`config.mk`:
```
export PLATFORM = sky130hd
export DESIGN_NAME = instr_prefetch_unit_flat
export DESIGN_NICKNAME = d
export VERILOG_FILES = /design/src/rtl/instr_prefetch_unit_if.sv /design/src/rtl/instr_prefetch_unit.sv /design/src/flat_wrapper.sv
export SDC_FILE = /design/constraint.sdc
export NUM_CORES = 1
export LEC_CHECK = 0
export CAP_MARGIN = 0
export CORE_MARGIN = 8
export CORE_UTILIZATION = 37
export CTS_CLUSTER_SIZE = 28
export DETAILED_ROUTE_END_ITERATION = 12
export PLACE_DENSITY = 0.56
export SETUP_SLACK_MARGIN = 0.4
export SYNTH_ARGS = -nofsm -noshare
export SYNTH_HDL_FRONTEND = slang
export SYNTH_SLANG_ARGS = --single-unit
```
`constraint.sdc`:
```
create_clock -name clk -period 2.7 [get_ports clk]
set_clock_uncertainty 0.1 [all_clocks]
set_input_delay 0.675 -clock clk [delete_from_list [all_inputs] [get_ports clk]]
set_output_delay 0.675 -clock clk [all_outputs]
set_load 0.01 [all_outputs]
```
`src/rtl/instr_prefetch_unit_if.sv`:
```
// ============================================================================
// Module  : instr_prefetch_unit_if
// Brief   : Instruction-memory, decode-handshake and redirect signals of the
//           prefetch unit, with the unit side as master.
// Revision: 1.0  initial release
// ============================================================================
`default_nettype none

interface instr_prefetch_unit_if;
  logic        imem_req;
  logic [31:0] imem_addr;
  logic        imem_rvalid;
  logic [31:0] imem_rdata;
  logic        if_valid;
  logic [31:0] if_pc;
  logic [31:0] if_inst;
  logic        if_ready;
  logic        redirect_valid;
  logic [31:0] redirect_pc;

  modport master (
    output imem_req, imem_addr,
    input  imem_rvalid, imem_rdata,
    output if_valid, if_pc, if_inst,
    input  if_ready,
    input  redirect_valid, redirect_pc
  );

  modport slave (
    input  imem_req, imem_addr,
    output imem_rvalid, imem_rdata,
    input  if_valid, if_pc, if_inst,
    output if_ready,
    output redirect_valid, redirect_pc
  );
endinterface

`default_nettype wire

```
`src/rtl/instr_prefetch_unit.sv`:
```
// ============================================================================
// Module  : instr_prefetch_unit
// Brief   : Fetch front end with one outstanding request and a DEPTH-entry
//           {pc, inst} queue; optional counters under PREFETCH_STATS_EN.
// Revision: 1.0  initial release
// ============================================================================
`default_nettype none

module instr_prefetch_unit #(
  parameter logic [31:0] RESET_PC = 32'h0000_0000,
  parameter int          DEPTH    = 4,
  parameter int          AW       = 2
) (
  input  wire logic              clk,
  input  wire logic              reset,
  instr_prefetch_unit_if.master  bus
`ifdef PREFETCH_STATS_EN
  ,
  output logic [31:0]            stat_fetched,
  output logic [31:0]            stat_flushed
`endif
);

  localparam logic [AW:0] c_DEPTH = (AW+1)'(DEPTH);

  typedef enum logic [1:0] {
    S_IDLE    = 2'd0,
    S_WAIT    = 2'd1,
    S_DISCARD = 2'd2
  } state_t;

  state_t          r_state;
  state_t          w_state_nxt;
  logic            w_issue;
  logic            w_push;
  logic            w_drop;
  logic            w_pop;
  logic            w_valid;
  logic [31:0]     w_redirect_aligned;

  logic [31:0]     r_fetch_pc;
  logic            r_req;
  logic [31:0]     r_addr;
  logic [AW-1:0]   r_rd;
  logic [AW-1:0]   r_wr;
  logic [AW:0]     r_count;
  logic [31:0]     r_pc_q   [DEPTH];
  logic [31:0]     r_inst_q [DEPTH];

  assign w_redirect_aligned = bus.redirect_pc & ~32'h3;
  assign w_valid = (r_count != '0);
  assign w_pop   = w_valid && bus.if_ready && !bus.redirect_valid;

  // A request only goes out with a free slot, so the later push cannot overflow.
  always_comb begin
    w_state_nxt = r_state;
    w_issue     = 1'b0;
    w_push      = 1'b0;
    w_drop      = 1'b0;
    case (r_state)
      S_IDLE: begin
        if (!bus.redirect_valid && (r_count < c_DEPTH)) begin
          w_issue     = 1'b1;
          w_state_nxt = S_WAIT;
        end
      end
      S_WAIT: begin
        if (bus.imem_rvalid) begin
          w_push      = !bus.redirect_valid;
          w_drop      = bus.redirect_valid;
          w_state_nxt = S_IDLE;
        end else if (bus.redirect_valid) begin
          w_state_nxt = S_DISCARD;
        end
      end
      S_DISCARD: begin
        if (bus.imem_rvalid) begin
          w_drop      = 1'b1;
          w_state_nxt = S_IDLE;
        end
      end
      default: w_state_nxt = S_IDLE;
    endcase
  end

  always_ff @(posedge clk or posedge reset) begin
    if (reset) r_state <= S_IDLE;
    else       r_state <= w_state_nxt;
  end

  always_ff @(posedge clk or posedge reset) begin
    if (reset) begin
      r_fetch_pc <= RESET_PC;
      r_req      <= 1'b0;
      r_addr     <= '0;
      r_rd       <= '0;
      r_wr       <= '0;
      r_count    <= '0;
    end else begin
      r_req <= w_issue;
      if (bus.redirect_valid) begin
        r_fetch_pc <= w_redirect_aligned;
        r_rd       <= '0;
        r_wr       <= '0;
        r_count    <= '0;
      end else begin
        if (w_issue) begin
          r_addr     <= r_fetch_pc;
          r_fetch_pc <= r_fetch_pc + 32'd4;
        end
        if (w_push) r_wr <= r_wr + AW'(1);
        if (w_pop)  r_rd <= r_rd + AW'(1);
        case ({w_push, w_pop})
          2'b10:   r_count <= r_count + (AW+1)'(1);
          2'b01:   r_count <= r_count - (AW+1)'(1);
          default: r_count <= r_count;
        endcase
      end
    end
  end

  always_ff @(posedge clk) begin
    if (w_push) begin
      r_pc_q[r_wr]   <= r_addr;
      r_inst_q[r_wr] <= bus.imem_rdata;
    end
  end

  assign bus.imem_req  = r_req;
  assign bus.imem_addr = r_addr;
  assign bus.if_valid  = w_valid;
  assign bus.if_pc     = w_valid ? r_pc_q[r_rd]   : 32'd0;
  assign bus.if_inst   = w_valid ? r_inst_q[r_rd] : 32'd0;

`ifdef PREFETCH_STATS_EN
  logic [31:0] r_stat_fetched;
  logic [31:0] r_stat_flushed;

  // Flushed = queued entries lost to a redirect plus each dropped response.
  always_ff @(posedge clk or posedge reset) begin
    if (reset) begin
      r_stat_fetched <= '0;
      r_stat_flushed <= '0;
    end else begin
      r_stat_fetched <= r_stat_fetched + 32'(w_push);
      r_stat_flushed <= r_stat_flushed
                        + (bus.redirect_valid ? 32'(r_count) : 32'd0)
                        + 32'(w_drop);
    end
  end

  assign stat_fetched = r_stat_fetched;
  assign stat_flushed = r_stat_flushed;
`endif

endmodule

`default_nettype wire

```
`src/flat_wrapper.sv`:
```
// flat-port wrapper written by rule: the top's interface ports become plain ports
module instr_prefetch_unit_flat 
#(
  parameter logic [31:0] RESET_PC = 32'h0000_0000,
  parameter int          DEPTH    = 4,
  parameter int          AW       = 2
)
  (clk, reset, bus_imem_req, bus_imem_addr, bus_imem_rvalid, bus_imem_rdata, bus_if_valid, bus_if_pc, bus_if_inst, bus_if_ready, bus_redirect_valid, bus_redirect_pc);
  instr_prefetch_unit_if bus_i ();
  input  wire logic clk;
  input  wire logic reset;
  output wire logic [$bits(bus_i.imem_req)-1:0] bus_imem_req;
  output wire logic [$bits(bus_i.imem_addr)-1:0] bus_imem_addr;
  input wire logic [$bits(bus_i.imem_rvalid)-1:0] bus_imem_rvalid;
  input wire logic [$bits(bus_i.imem_rdata)-1:0] bus_imem_rdata;
  output wire logic [$bits(bus_i.if_valid)-1:0] bus_if_valid;
  output wire logic [$bits(bus_i.if_pc)-1:0] bus_if_pc;
  output wire logic [$bits(bus_i.if_inst)-1:0] bus_if_inst;
  input wire logic [$bits(bus_i.if_ready)-1:0] bus_if_ready;
  input wire logic [$bits(bus_i.redirect_valid)-1:0] bus_redirect_valid;
  input wire logic [$bits(bus_i.redirect_pc)-1:0] bus_redirect_pc;
  assign bus_imem_req = bus_i.imem_req;
  assign bus_imem_addr = bus_i.imem_addr;
  assign bus_i.imem_rvalid = bus_imem_rvalid;
  assign bus_i.imem_rdata = bus_imem_rdata;
  assign bus_if_valid = bus_i.if_valid;
  assign bus_if_pc = bus_i.if_pc;
  assign bus_if_inst = bus_i.if_inst;
  assign bus_i.if_ready = bus_if_ready;
  assign bus_i.redirect_valid = bus_redirect_valid;
  assign bus_i.redirect_pc = bus_redirect_pc;
  instr_prefetch_unit #(.RESET_PC(RESET_PC), .DEPTH(DEPTH), .AW(AW)) u_core (.clk(clk), .reset(reset), .bus(bus_i));
endmodule
```
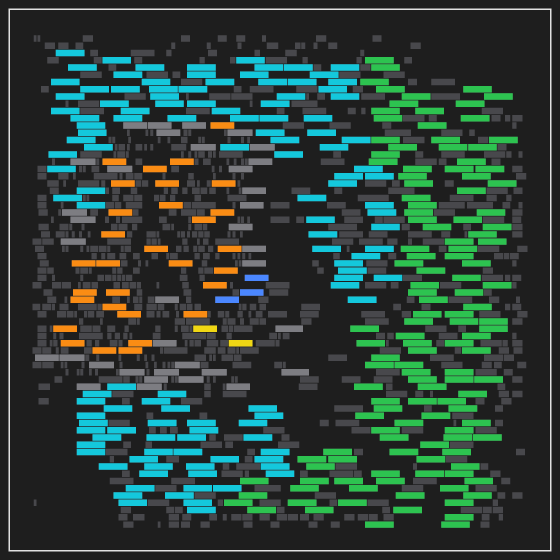
Figure 1: run 1, sequential cells grouped by signal name.
Other sequential cells in the stronger grey, the rest of the logic in the fainter grey.
colour	netlist name	sequential cells
blue	`u_core.r_count`	3
yellow	`u_core.r_wr`	2
green	`u_core.r_inst_q`	128
orange	`u_core.r_fetch_pc`	30
cyan	`u_core.r_pc_q`	120
not coloured	35

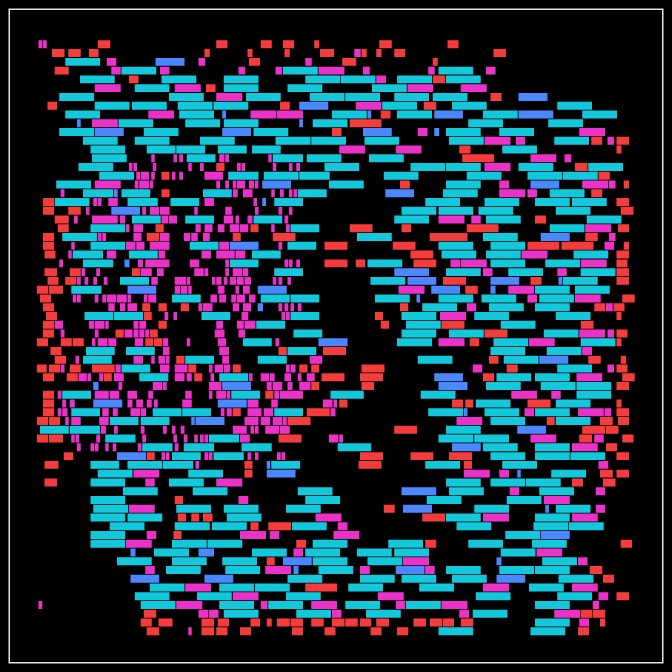
Figure 2: run 1, cells coloured by class.
colour	class	cells
magenta	combinational and other logic	426
blue	clock drivers and dummy loads	62
cyan	flops	318
red	other buffers and delay cells	240

==> reports/results.tsv, run 1 <==
stage	metric	value	unit
synth	postSynthSeqShare	71.5	%
finish	buf_share	15.5	%
pwr	total_power	0.0177	W
global_routing	grt_usage	15.2	%
pwr	p_leak	6.37	nW
setup_path	critical_path.startpoint_type	flop	
setup_path	required	1.92	ns
synth	ys_sh_mux	11.1	%
synth	simple_gate_share	11.1	%
setup_path	reg2regPathDepth	7	
placement	port_buffers	160	
synth	aoi_share	3.25	%
setup_path	r2r-start	u_core.r_count[2]$_DFFE_PP0P_	
min_path	min_path_type	in2async	
synth	syn_avg_cell_area	16.4	um2
clock_network	cts_resized	365	
floorplanning	die.size.y	202	um
clock_network	cts_root_buf	clkbuf_16	
timing	hold_viol	0	
floorplanning	fp_util	37.4	%
synth	ys_sh_adder	0.642	%
status	run_status	finished with violations	
finish	fin_cells	1501	
routing	first_iter_violations	374	
setup_path	rrSetupSlack	0.48	ns
routing	wl_met3	1.64	mm
finish	comb_share	20.9	%
setup_path	path_max_fanout	7	
pwr	p_int	0.0126	W
finish	area_delta_synth_final	33.8	%
timing	setup_ws	-0.200	ns
pwr	power.switching	0.00514	W
global_routing	use_met3	2.93	%
pwr	combPwrFrac	37.2	%
finish	clkbuf_count	44	
run	warning_count	34	
floorplanning	rows	68	
setup_path	path_delay_family	buffers and inverters	
synth	async_reset_ff_share	22.0	%
setup_path	r2r_end	u_core.r_fetch_pc[17]$_DFFE_PP0N_	
timing	finalSetupViolCount	62	
global_routing	globalRouteOverflowTotal	0	
pwr	maxPowerGroup	combinational cells	
finish	largest_reg_flops	128	
finish	lay_top_cells	248 x edfxtp_1, 132 x nand2_1, 72 x clkdlybuf4s50_1, 62 x mux4_2, 52 x dfrtp_1	
clock_network	clk_latency	0.50	ns
timing	rsz0062_at_grt	true	
setup_path	critPathCaptureType	primary output	
finish	drive_gt1_share	31.6	%
finish	buffers_excl_clock	240	
clock_network	clockBufferDepth	3	
finish	lay_top_count	edfxtp_1	
pwr	p_clk_share	26.0	%
floorplanning	die_w	202	um
timing	fin_crit	2.90	ns
pwr	switching_share	29.0	%
synth	synth_area	0.0129	mm2
finish	sh_seq_area	53.6	%
routing	highest_layer	met4	
finish	clock_area_share	6.50	%
synth	ff_type	edfxtp_1	
global_routing	grt_pass1_wl	48.5	mm
finish	logic_gates	420	
synth	edf_count	248	
routing	first_pass_iters	4	
pwr	seqPwrFrac	36.7	%
setup_path	worstPathCellList	buf_6 > buf_12 > buf_12 > mux4_2 > and2_4 > buf_6	
routing	wl_per_cell	20.7	um
pwr	pg_comb	0.00661	W
finish	fillers	2943	
floorplanning	coreArea	0.0344	mm2
global_routing	top_usage_layer	met2	
global_routing	met2_usage	24.1	%
finish	final-comb-area	0.00359	mm2
status	violations	setup timing	
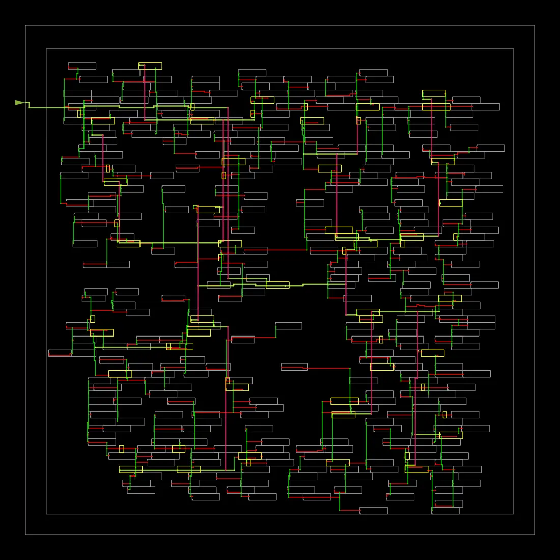
Figure 3: run 1, clock routing.
clock sink total: 318
clock distribution power: 0.00462 W

==> run 2, diff against run 1 <==
PLACE_DENSITY = unset   (was 0.56)
RECOVER_POWER = 25   (was unset)
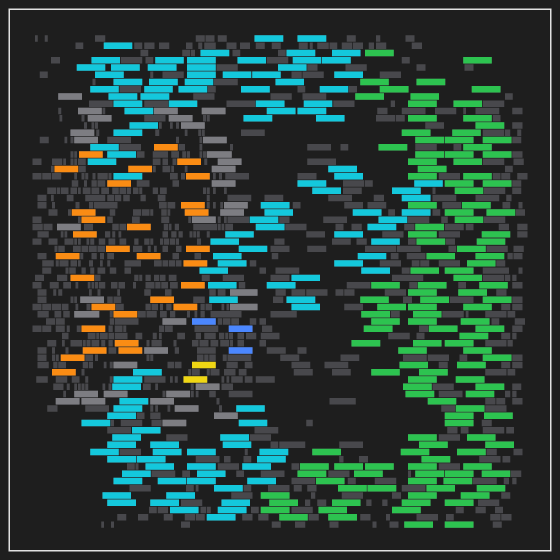
Figure 4: run 2, sequential cells grouped by signal name.
Other sequential cells in the stronger grey, the rest of the logic in the fainter grey.
colour	netlist name	sequential cells
blue	`u_core.r_count`	3
green	`u_core.r_inst_q`	128
yellow	`u_core.r_wr`	2
cyan	`u_core.r_pc_q`	120
orange	`u_core.r_fetch_pc`	30
not coloured	35

==> reports/results.tsv, run 2 <==
stage	metric	value	unit	change
status	run_status	finished with violations		
status	violations	setup timing		
synth	edf_count	248		unchanged
synth	ys_sh_adder	0.642	%	unchanged
finish	buffers_excl_clock	256		+6.7%
global_routing	grtUsageMet1	21.8	%	
finish	area_delta_synth_final	35.1	%	
finish	fin_cells	1515		+0.93%
routing	wl_met3	1.62	mm	-0.86%
finish	logic_gates	420		unchanged
synth	postSynthSeqShare	71.5	%	unchanged
synth	ff_type	edfxtp_1		
global_routing	grt_pass1_wl	48.7	mm	+0.37%
finish	clock_area_share	6.26	%	-0.24 points
timing	rsz0062_at_grt	true		
floorplanning	coreArea	0.0344	mm2	unchanged
floorplanning	die-area	0.0410	mm2	
pwr	clk-power	0.00454	W	-2%
clock_network	cts_sinks	318		unchanged
setup_path	r2r-start	u_core.r_count[2]$_DFFE_PP0P_		
pwr	pg_comb	0.00691	W	+4.5%
pwr	power.switching	0.00523	W	+1.8%
pwr	switching_share	29.1	%	+0.16 points
finish	final-comb-area	0.00362	mm2	+0.77%
synth	simple_gate_share	11.1	%	unchanged
finish	antenna_cells	0		
timing	finalSetupViolCount	62		unchanged
finish	comb_share	20.8	%	-0.034 points
floorplanning	fp_util	37.4	%	unchanged
setup_path	path_max_fanout	8		+1
pwr	p_per_area	1030	mW/mm2	
synth	synth_area	0.0129	mm2	unchanged
floorplanning	die_w	202	um	unchanged
synth	yosys_warnings	0		
global_routing	met2_usage	24.2	%	+0.036 points
setup_path	reg2regPathDepth	7		unchanged
routing	first_iter_violations	355		-5.1%
clock_network	clk_latency	0.50	ns	about the same
routing	first_pass_iters	5		+1
routing	highest_layer	met4		
setup_path	critPathCaptureType	primary output		
finish	lay_top_cells	248 x edfxtp_1, 132 x nand2_1, 66 x clkdlybuf4s50_1, 66 x dfrtp_1, 64 x buf_6		
routing	wl_per_cell	20.8	um	+0.84%
run	warning_count	34		unchanged
setup_path	critical_path.startpoint_type	flop		
timing	setup_ws	-0.243	ns	-0.0430 ns
setup_path	worstPathCellList	buf_12 > buf_6 > buf_12 > mux4_2 > and2_4 > buf_6		
clock_network	cts_root_buf	clkbuf_16		
clock_network	cts_resized	376		+3.0%
setup_path	required	1.92	ns	about the same
pwr	seqPwrFrac	36.2	%	-0.5 points
finish	drive_gt1_share	31.7	%	+0.054 points
timing	fin_crit	2.94	ns	+0.0430 ns
floorplanning	rows	68		unchanged
pwr	total_power	0.0180	W	+1.2%
synth	syn_avg_cell_area	16.4	um2	unchanged
setup_path	path_delay_family	buffers and inverters		
setup_path	r2r_end	u_core.r_fetch_pc[22]$_DFFE_PP0N_		
synth	ys_sh_mux	11.1	%	unchanged
pwr	combPwrFrac	38.5	%	+1.3 points
floorplanning	die.size.y	202	um	unchanged
global_routing	top_usage_layer	met2		
synth	async_reset_ff_share	22.0	%	unchanged
pwr	maxPowerGroup	combinational cells		
setup_path	rrSetupSlack	0.47	ns	about the same
pwr	p_clk_share	25.3	%	-0.7 points
synth	aoi_share	3.25	%	unchanged
finish	largest_reg_flops	128		unchanged
finish	clkbuf_count	50		+14%
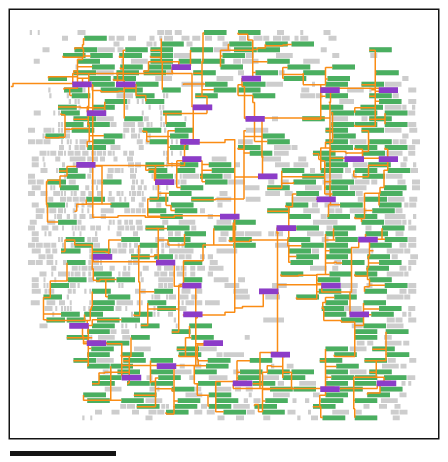
Figure 5: run 2, clock network drawn from the DEF.
Bar = 50 um.
[orange] clock wires | length: 3840 um
[green] flip-flops | count: 318
[purple] clock drivers | count: 36
flops lie	widely spread

==> run 3, diff against run 2 <==
CORE_MARGIN = 4   (was 8)
CORE_UTILIZATION = 50   (was 37)
CTS_CLUSTER_SIZE = 12   (was 28)
PLACE_DENSITY = 0.76   (was unset)
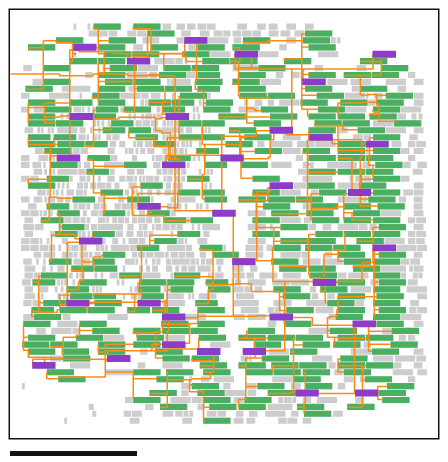
Figure 6: run 3, clock network drawn from the DEF.
Bar = 50 um.
[orange] clock wires | length: 3630 um
[purple] clock drivers | count: 34
[green] flip-flops | count: 318
flops lie	widely spread
routed clock nets	35

==> reports/results.tsv, run 3 <==
stage	metric	value	unit	change
status	run_status	finished with violations		
status	violations	setup timing		
timing	fin_crit	2.93	ns	-0.0113 ns
clock_network	cts_root_buf	clkbuf_16		
timing	rsz0062_at_grt	true		
global_routing	met2_usage	34.8	%	+11 points
pwr	p_leak	6.31	nW	
finish	buf_share	16.1	%	
synth	yosys_warnings	0		unchanged
routing	first_pass_iters	5		unchanged
clock_network	cts_resized	352		-6.4%
routing	wl_met3	1.97	mm	+21%
pwr	p_per_area	1030	mW/mm2	about the same
setup_path	r2r_end	u_core.r_fetch_pc[21]$_DFFE_PP0N_		
finish	logic_gates	420		unchanged
global_routing	grt_pass1_wl	46.4	mm	-4.7%
finish	antenna_cells	0		unchanged
finish	lay_top_cells	248 x edfxtp_1, 132 x nand2_1, 70 x clkdlybuf4s50_1, 68 x dfrtp_1, 62 x mux4_2		
setup_path	worstPathCellList	buf_12 > buf_12 > buf_16 > mux4_2 > and2_4 > buf_6		
floorplanning	coreArea	0.0253	mm2	-27%
pwr	power.switching	0.00502	W	-4.0%
synth	aoi_share	3.25	%	unchanged
finish	clock_area_share	6.16	%	-0.10 points
routing	wl_per_cell	21.6	um	+3.7%
finish	final-comb-area	0.00360	mm2	-0.48%
finish	drive_gt1_share	30.1	%	-1.6 points
pwr	pg_comb	0.00677	W	-2%
floorplanning	die-area	0.0283	mm2	-31%
finish	buffers_excl_clock	238		-7.0%
routing	first_iter_violations	850		+140%
timing	setup_ws	-0.232	ns	+0.0113 ns
run	warning_count	34		unchanged
pwr	seqPwrFrac	36.7	%	+0.5 points
synth	ys_sh_mux	11.1	%	unchanged
synth	ys_sh_adder	0.642	%	unchanged
timing	finalSetupViolCount	62		unchanged
pwr	total_power	0.0176	W	-1.8%
floorplanning	fp_util	50.9	%	+14 points
global_routing	top_usage_layer	met2		
finish	comb_share	21.1	%	+0.29 points
pwr	switching_share	28.5	%	-0.65 points
finish	fin_cells	1371		-9.5%
pwr	combPwrFrac	38.4	%	about the same
min_path	hold_end	u_core.bus.imem_addr[31]$_DFFE_PP0P_		
setup_path	r2r-start	u_core.r_count[2]$_DFFE_PP0P_		
synth	postSynthSeqShare	71.5	%	unchanged
setup_path	rrSetupSlack	0.50	ns	+0.03 ns
setup_path	critical_path.startpoint_type	flop		
setup_path	required	1.92	ns	about the same
floorplanning	die.size.y	168	um	-17%
finish	area_delta_synth_final	32.6	%	
synth	edf_count	248		unchanged
synth	syn_avg_cell_area	16.4	um2	unchanged
floorplanning	die_w	168	um	-17%
global_routing	grtUsageMet1	29.0	%	+7.3 points
synth	ff_type	edfxtp_1		
setup_path	path_delay_family	buffers and inverters		
clock_network	cts_sinks	318		unchanged
finish	largest_reg_flops	128		unchanged
synth	simple_gate_share	11.1	%	unchanged
synth	synth_area	0.0129	mm2	unchanged
pwr	p_clk_share	24.9	%	-0.4 points
synth	largest_area_cell	edfxtp_1		
setup_path	cp_num_buf_inv	4		
setup_path	path_max_fanout	7		-1
floorplanning	rows	58		-15%
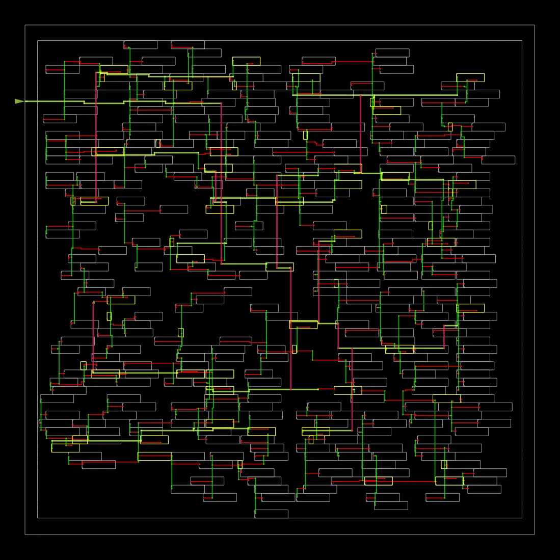
Figure 7: run 3, clock routing.
clk ins delay skew pair: 0.50 ns
Inserted Clock Buffers: 34
clock distribution power: 0.00438 W
flop count: 318
layout clock buffer count: 52

Power figures rest on the tool's default switching activity, not on a simulated workload.
